<file path="src/rtl/count_bcd_conv.sv">
// Sequential binary-to-BCD converter for the frequency counter readout.
// Uses double-dabble over WIDTH cycles, then publishes the BCD result and its significant digit count.
module count_bcd_conv #(
    parameter int WIDTH  = 32,
    parameter int DIGITS = 10
) (
    input  logic                  clock,
    input  logic                  reset,
    input  logic [WIDTH-1:0]      countIn,
    input  logic                  start,
    output logic [4*DIGITS-1:0]   bcdOut,
    output logic [3:0]            digits,
    output logic                  valid,
    output logic                  busy,
    output logic                  missed
);

    localparam int CW = $clog2(WIDTH + 1);

    typedef enum logic [1:0] {IDLE, SHIFT, DONE} state_t;

    state_t              state;
    logic [WIDTH-1:0]    shiftReg;
    logic [4*DIGITS-1:0] acc;
    logic [4*DIGITS-1:0] accNext;
    logic [CW-1:0]       shiftCnt;
    logic [3:0]          accDigits;
    logic [3:0]          adj;
    logic                carry;

    // One double-dabble step: add 3 to digits >= 5, then shift left, with
    // each digit's old MSB carried into the next digit up.
    always_comb begin
        accNext = '0;
        adj     = '0;
        carry   = shiftReg[WIDTH-1];
        for (int i = 0; i < DIGITS; i++) begin
            adj = (acc[4*i +: 4] >= 4'd5) ? acc[4*i +: 4] + 4'd3 : acc[4*i +: 4];
            accNext[4*i +: 4] = {adj[2:0], carry};
            carry = adj[3];
        end
    end

    // Position of the most significant nonzero digit; zero reads as one digit.
    always_comb begin
        accDigits = 4'd1;
        for (int i = 0; i < DIGITS; i++) begin
            if (acc[4*i +: 4] != 4'd0) begin
                accDigits = 4'(i + 1);
            end
        end
    end

    always_ff @(posedge clock) begin
        if (reset) begin
            state    <= IDLE;
            shiftReg <= '0;
            acc      <= '0;
            shiftCnt <= '0;
            bcdOut   <= '0;
            digits   <= 4'd1;
            valid    <= 1'b0;
            busy     <= 1'b0;
            missed   <= 1'b0;
        end else begin
            valid <= 1'b0;
            // A start arriving mid-conversion is dropped but remembered until reset.
            if (start && (state != IDLE)) begin
                missed <= 1'b1;
            end
            case (state)
                IDLE: begin
                    if (start) begin
                        shiftReg <= countIn;
                        acc      <= '0;
                        shiftCnt <= '0;
                        busy     <= 1'b1;
                        state    <= SHIFT;
                    end
                end
                SHIFT: begin
                    acc      <= accNext;
                    shiftReg <= shiftReg << 1;
                    shiftCnt <= shiftCnt + CW'(1);
                    if (shiftCnt == CW'(WIDTH - 1)) begin
                        state <= DONE;
                    end
                end
                DONE: begin
                    bcdOut <= acc;
                    digits <= accDigits;
                    valid  <= 1'b1;
                    busy   <= 1'b0;
                    state  <= IDLE;
                end
                default: begin
                    state <= IDLE;
                end
            endcase
        end
    end

endmodule

</file>
<file path="config.mk">
export PLATFORM = sky130hd
export DESIGN_NAME = count_bcd_conv
export DESIGN_NICKNAME = d
export VERILOG_FILES = /design/src/rtl/count_bcd_conv.sv
export SDC_FILE = /design/constraint.sdc
export NUM_CORES = 1
export LEC_CHECK = 0
export CORE_ASPECT_RATIO = 0.6
export CORE_UTILIZATION = 42
export DETAILED_ROUTE_END_ITERATION = 7
export DONT_BUFFER_PORTS = 1
export GPL_ROUTABILITY_DRIVEN = 0
export PLACE_DENSITY = 0.6
export SYNTH_ARGS = -nofsm -noshare
export SYNTH_HDL_FRONTEND = slang
export SYNTH_SLANG_ARGS = --single-unit
</file>
<file path="constraint.sdc">
create_clock -name clock -period 1.6 [get_ports clock]
set_clock_uncertainty 0.05 [all_clocks]
set_input_delay 0.16 -clock clock [delete_from_list [all_inputs] [get_ports clock]]
set_output_delay 0.16 -clock clock [all_outputs]
set_load 0.005 [all_outputs]
</file>
==> run summary <==
The synthesis and place-and-route flow finished, so here is a summary.

The critical path goes through inv_2 -> ha_4 -> or3b_4 -> nor4b_4 -> o21ai_2 -> a211oi_2. The multi-input gate share of total cell area is 42.26%. The script computed a power per unit cell area of 1142 nW/um2. Input and output buffers added on the ports amount to 0. Sequential cells account for 43.5% of the total power.

Per the layout area report, the sequential fraction of cell area is 38.30%. After synthesis the netlist holds a flip-flop and latch count of 127. The checks that failed: negative hold slack, negative setup slack. The biggest slice of the area belongs to logic gates. The run finished, with violations left. The largest total area in the synthesized netlist belongs to sky130_fd_sc_hd__dfxtp_1.

The critical path is of the reg2reg type. The transition time at the pin with the least slew margin is 0.4347 ns. The net switching share of the total power is 21.05%. The final layout report lists a non-clock inverter count of 21. In the post-synthesis netlist, the cell with the most instances is sky130_fd_sc_hd__dfxtp_1. The post-route worst setup slack is -0.07818 ns. The total number of tap cells is 170.

The layout report lists the multi-input gate area as 2815 um2. The mapped cell area is 5545 um2. In the final report, the number of endpoints failing setup comes to 2. The capture point of the critical path was reported as digits[1]. Sequential cells placed in the final layout were counted as 127. TritonCTS built the clock tree. The maximum number of pins on one net before global-route repair came out at 110. The origin of the critical flop-to-flop path is acc[33]. The path type of the worst min-delay path is in2reg.

The number of endpoints with negative hold slack in the final report is 106. Non-clock buffers make up 6.048% of the layout cell area. The post-layout utilization of the core came out at 51.83%. Excluding fillers, the count of instances in the completed layout stands at 869. The routed length on met1 is 6544 um. The area overhead of the layout relative to synthesis came out at 20.13%. For met2 alone, demand over resource in global routing was 30.07%. Dividing the detail-routed via count by the number of cells gives 5.280. In this run, post-CTS repair resized a total of 0 instances. Measured against the total synthesized area, the mux share comes to 1.986%. The proportion of register bits with asynchronous set or reset after synthesis is 0%. The die span in y is 91.01 um.

The wire length of the first global-routing pass is 21,540 um. The number of sinks driven by the clock tree is 127. In the final layout, clock buffers and inverters account for 9.016% of the cell area.

The number of global-route vias before repair came out at 4,485. The worst hold slack across all endpoints is -0.2367 ns.
**Metal 1**

Cells faint in the background.
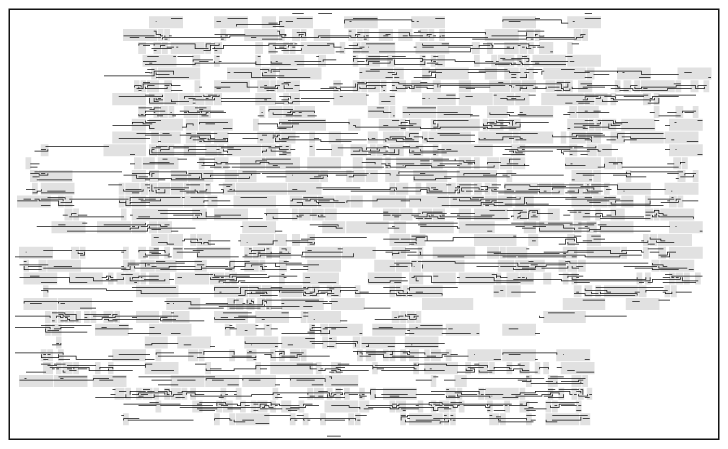
main direction: horizontal
share of all routed wire: 51%
sum of routed wire length over all layers: 12,950 um
vias: 4,588
global routing usage on met1: 27.41%

**Metal 2**

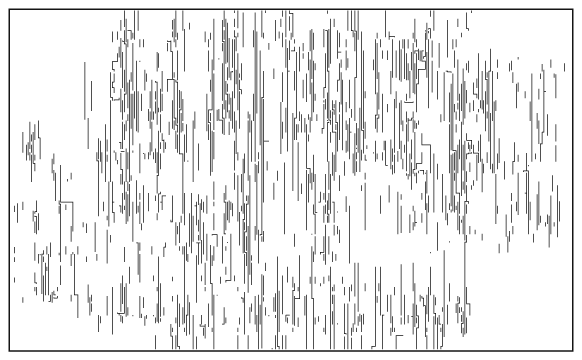
share of all routed wire: 43%
nets with wire on the layer: 579
longest straight run: 39.8 um
main direction: vertical
wire length on this layer: 5,610 um

**Metal 4**

Cells faint in the background.
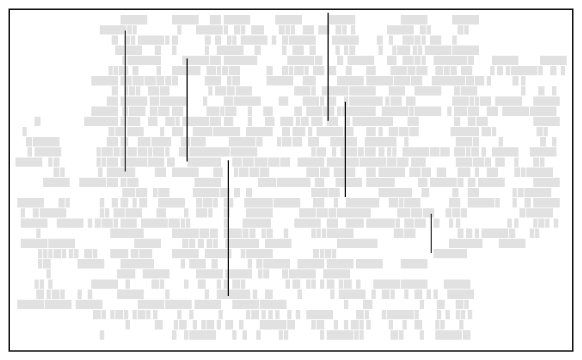
longest straight run: 37.4 um
share of all routed wire: 1.3%

**Local utilization**

The bar under the picture is 50 um long. 15 x 9 tiles, from dark blue (low) to red (high), 0 to 100% covered.
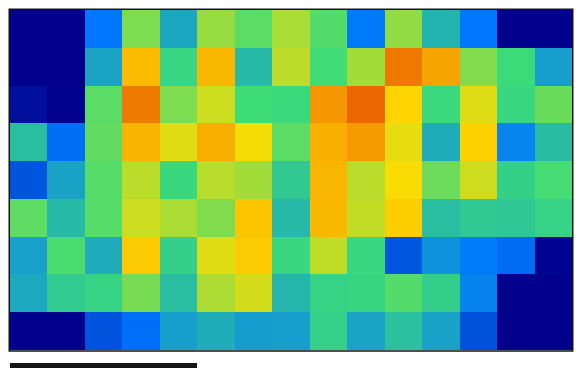
tiles over 75% full: 14%
nearly empty tiles: 10%
fullest tile: 88%
densest ninth of the die: centre

Power is estimated from default activity; no workload was simulated.
